===== config.mk =====
export PLATFORM = sky130hd
export DESIGN_NAME = ex_stage_mc
export DESIGN_NICKNAME = d
export VERILOG_FILES = /design/src/rtl/ex_stage_mc.sv
export SDC_FILE = /design/constraint.sdc
export NUM_CORES = 2
export LEC_CHECK = 0
export CAP_MARGIN = 25
export CORE_UTILIZATION = 50
export DETAILED_ROUTE_END_ITERATION = 6
export DONT_BUFFER_PORTS = 1
export PLACE_DENSITY = 0.68
export SLEW_MARGIN = 25
export SYNTH_ARGS = -nofsm -noshare
export SYNTH_HDL_FRONTEND = slang
export SYNTH_SLANG_ARGS = --single-unit

===== constraint.sdc =====
create_clock -name Clock -period 15.07 [get_ports Clock]
set_clock_uncertainty 0.2 [all_clocks]
set_input_delay 3.014 -clock Clock [delete_from_list [all_inputs] [get_ports Clock]]
set_output_delay 3.014 -clock Clock [all_outputs]
set_load 0.02 [all_outputs]

===== src/rtl/ex_stage_mc.sv =====
// ex_stage_mc: execute stage with operand forwarding, single-cycle ALU and an
// iterative multiply/divide unit that writes an internal HI/LO pair.
// Optional build macro: EX_FAST_MUL_EN -- MULT/MULTU use a combinational
// multiplier and write HI/LO at the issue edge; divide stays iterative.
//
// state | meaning
// IDLE  | unit free, accepts a multiply/divide issue
// RUN   | one shift-add / restoring-subtract step per cycle, cnt 0..WIDTH-1
// FIX   | sign correction, HI/LO write, back to IDLE
module ex_stage_mc #(
  parameter int WIDTH = 32,
  parameter int SHW   = $clog2(WIDTH)
) (
  input  logic             Clock,
  input  logic             Reset,
  input  logic             InValid,
  input  logic [3:0]       Op,
  input  logic [1:0]       FwdSelA,
  input  logic [1:0]       FwdSelB,
  input  logic [WIDTH-1:0] RD1,
  input  logic [WIDTH-1:0] RD2,
  input  logic [WIDTH-1:0] FwdMEM,
  input  logic [WIDTH-1:0] FwdWB,
  input  logic [WIDTH-1:0] MemReadData,
  input  logic [WIDTH-1:0] Imm,
  input  logic             ALUSrc,
  input  logic [SHW-1:0]   Shamt,
  output logic [WIDTH-1:0] Result,
  output logic             Zero,
  output logic [WIDTH-1:0] FwdB_Out,
  output logic             Stall,
  output logic             Busy
);

  typedef enum logic [1:0] {IDLE, RUN, FIX} mdStateT;

  mdStateT            state, stateNext;
  logic [SHW-1:0]     cnt;
  logic [2*WIDTH-1:0] acc;
  logic [WIDTH-1:0]   mcand;
  logic               opDiv, negLo, negHi, divZero;
  logic [WIDTH-1:0]   hi, lo;

  logic [WIDTH-1:0]   opA, opBf, opB, aluRes, magA, magB;
  logic               signA, signB, isMd, isMul, isSigned, issue, slowIssue;
  logic [WIDTH:0]     mulSum, divTrial;
  logic [2*WIDTH-1:0] mulNext, divNext;

  // Operand forwarding muxes; B before the ALUSrc mux doubles as store data
  always_comb begin
    case (FwdSelA)
      2'd0:    opA = RD1;
      2'd1:    opA = FwdMEM;
      2'd2:    opA = FwdWB;
      default: opA = MemReadData;
    endcase
    case (FwdSelB)
      2'd0:    opBf = RD2;
      2'd1:    opBf = FwdMEM;
      2'd2:    opBf = FwdWB;
      default: opBf = MemReadData;
    endcase
    opB = ALUSrc ? Imm : opBf;
  end

  // Single-cycle ALU; multiply/divide ops return 0, MFHI/MFLO the registered pair
  always_comb begin
    aluRes = '0;
    case (Op)
      4'd0:  aluRes = opA + opB;
      4'd1:  aluRes = opA - opB;
      4'd2:  aluRes = opA & opB;
      4'd3:  aluRes = opA | opB;
      4'd4:  aluRes = opA ^ opB;
      4'd5:  aluRes = ~(opA | opB);
      4'd6:  aluRes = {{(WIDTH-1){1'b0}}, ($signed(opA) < $signed(opB))};
      4'd7:  aluRes = opBf << Shamt;
      4'd8:  aluRes = opBf >> Shamt;
      4'd9:  aluRes = $signed(opBf) >>> Shamt;
      4'd14: aluRes = hi;
      4'd15: aluRes = lo;
      default: aluRes = '0;
    endcase
  end

  assign Result   = aluRes;
  assign Zero     = (aluRes == '0);
  assign FwdB_Out = opBf;

  assign isMd     = (Op >= 4'd10) && (Op <= 4'd13);
  assign isMul    = (Op == 4'd10) || (Op == 4'd11);
  assign isSigned = (Op == 4'd10) || (Op == 4'd12);
  assign signA    = isSigned & opA[WIDTH-1];
  assign signB    = isSigned & opBf[WIDTH-1];
  assign magA     = signA ? -opA : opA;
  assign magB     = signB ? -opBf : opBf;
  assign issue    = InValid && (state == IDLE) && isMd;
  assign Busy     = (state != IDLE);
  assign Stall    = InValid & Busy & (Op >= 4'd10);

`ifdef EX_FAST_MUL_EN
  logic               fastIssue;
  logic [2*WIDTH-1:0] fastProd;
  assign fastIssue = issue && isMul;
  assign slowIssue = issue && !isMul;
  // Low 2*WIDTH bits of the extended product are correct for signed and unsigned
  assign fastProd  = isSigned ?
                     ({{WIDTH{opA[WIDTH-1]}}, opA} * {{WIDTH{opBf[WIDTH-1]}}, opBf}) :
                     ({{WIDTH{1'b0}}, opA} * {{WIDTH{1'b0}}, opBf});
`else
  assign slowIssue = issue;
`endif

  // One iteration step: shift-add for multiply, restoring subtract for divide
  always_comb begin
    mulSum   = {1'b0, acc[2*WIDTH-1:WIDTH]} + (acc[0] ? {1'b0, mcand} : '0);
    mulNext  = {mulSum, acc[WIDTH-1:1]};
    divTrial = acc[2*WIDTH-1:WIDTH-1] - {1'b0, mcand};
    divNext  = divTrial[WIDTH] ? {acc[2*WIDTH-2:0], 1'b0}
                               : {divTrial[WIDTH-1:0], acc[WIDTH-2:0], 1'b1};
  end

  // State register
  always_ff @(posedge Clock) begin
    if (Reset) state <= IDLE;
    else       state <= stateNext;
  end

  // Next-state logic
  always_comb begin
    stateNext = state;
    case (state)
      IDLE:    if (slowIssue) stateNext = RUN;
      RUN:     if (cnt == SHW'(WIDTH-1)) stateNext = FIX;
      FIX:     stateNext = IDLE;
      default: stateNext = IDLE;
    endcase
  end

  // Iteration datapath and HI/LO; a reset mid-operation discards everything
  always_ff @(posedge Clock) begin
    if (Reset) begin
      cnt     <= '0;
      acc     <= '0;
      mcand   <= '0;
      opDiv   <= 1'b0;
      negLo   <= 1'b0;
      negHi   <= 1'b0;
      divZero <= 1'b0;
      hi      <= '0;
      lo      <= '0;
    end else begin
      case (state)
        IDLE: begin
          if (slowIssue) begin
            cnt     <= '0;
            mcand   <= isMul ? magA : magB;
            acc     <= isMul ? {{WIDTH{1'b0}}, magB} : {{WIDTH{1'b0}}, magA};
            opDiv   <= !isMul;
            negLo   <= signA ^ signB;
            negHi   <= isMul ? (signA ^ signB) : signA;
            divZero <= (opBf == '0);
          end
`ifdef EX_FAST_MUL_EN
          if (fastIssue) {hi, lo} <= fastProd;
`endif
        end
        RUN: begin
          acc <= opDiv ? divNext : mulNext;
          cnt <= cnt + 1'b1;
        end
        FIX: begin
          if (!opDiv) begin
            {hi, lo} <= negLo ? -acc : acc;
          end else begin
            // Remainder carries the dividend sign, so divide by zero leaves HI = A
            hi <= negHi ? -acc[2*WIDTH-1:WIDTH] : acc[2*WIDTH-1:WIDTH];
            lo <= divZero ? '1 : (negLo ? -acc[WIDTH-1:0] : acc[WIDTH-1:0]);
          end
        end
        default: ;
      endcase
    end
  end

endmodule


power_grid.png
Pins as bars on the die edge.
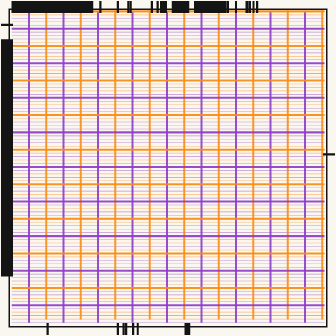
| color | net |
|---|---|
| purple | VSS |
| orange | VDD |
met1 rails: 91
met5 straps: 18
rows: 90
signal pins: 276
met4 straps: 18
VDD IR-drop max: 0.0789 mV
core area: 60200 um2
Die X: 249 um
Die Y: 249 um

==> job_summary.md <==
## Synthesis and layout report

| Metric | Value |
|---|---|
| DRC viols | `5` |
| 1st-iter DRT viols | `~6300` |
| Ports | `approximately 280` |
| Count leader, synth | `nor2_1` |
| P_comb | `1.24 mW` |
| Clock network share of area | `1.98%` |
| Share of layout cells above drive strength 1 | `10.5%` |
| Yosys reg bits | `171` |
| CP max stage cell | `or4_1` |
| Highest metal used | `met5` |
| Fillers | `5885` |
| Initial antenna violation count | `15` |
| Post-layout period usage | `85.6%` |
| Hold slack | `~0.26 ns` |
| Drt total wl | `156000 um` |
| Final ANT Viol Nets | `0` |
| CTS Buf Count | `17` |
| Met1 GRT Util | `roughly 60%` |
| RR Startpoint | `acc[31]$_SDFFE_PP0P_` |
| P_leak | `between 10 and 15 nW` |
| Fp util | `50.5%` |
| Logic area | `roughly 25000 um2` |
| R2r endpoint | `acc[62]$_SDFFE_PP0P_` |
| Total Power | `between 2 and 2.5 mW` |
| Hold Buf Count CTS | `0` |
| Ant diodes | `11` |
| Drt pass-1 iters | `7` |
| Worst reg-to-reg setup slack | `roughly 9.4 ns` |
| Final Critical Period | `~13 ns` |
| Vias per cell | `between 7 and 8` |
| Comb pwr share | `56.2%` |
| Setup CP Type | `input port to primary output` |
| Tool warnings | `105` |
| Register area | `3430 um2` |
| Crit start category | `input port` |
| Insertion delay at the late pin of the worst-skew pair | `0.47 ns` |
| Syn Inst Count | `around 4000` |
| Fin. Hold Viols | `0` |
| H-tree levels | `4` |
| Worst EP arrival | `9.68 ns` |
| Final Max Tran Viols | `0` |
| Slew @ Worst Pin | `between 1 and 1.5 ns` |
| And+or+nand+nor area frac | `20.2%` |
| Clock sink count | `171` |
| Status | `complete, but fails checks` |
| MI comb cells | `3367` |
| Failing checks | `DRC` |
| IO buf count | `0` |
| Hold Crit Class | `flop to flop` |
| Fin nets | `4172` |
| Setup violations, final | `0` |
| Switching power | `1.07 mW` |
| Clock buffer depth | `2` |
| Syn_nets | `4401` |
| Routability cong. | `1.16` |
| Sequential power | `0.484 mW` |
| Synthesized chip area reported by yosys | `30400 um2` |
| RSZ-0062 raised after global routing | `no` |
| Ys cells | `about 4000` |
| Dpl cells | `roughly 4600` |
| Setup crit end | `Zero` |
placement_by_type.png
Bar = 50 um.
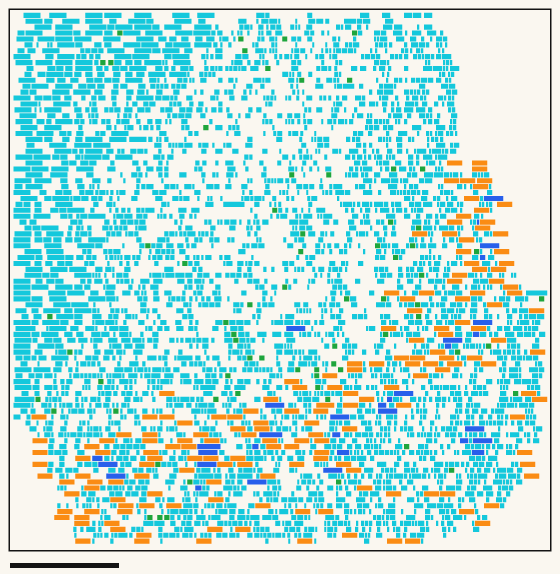
| color | class | cells | share of their area |
|---|---|---|---|
| cyan | combinational and other logic | 3532 | 85% |
| blue | clock drivers and dummy loads | 32 | 2.0% |
| orange | flops | 171 | 11% |
| green | other buffers and delay cells | 68 | 1.7% |
Seq/total area: 10.9%
final core utilization: 52.0%
Final Instance Area: 31300 um2

Power is estimated from default activity; no workload was simulated.
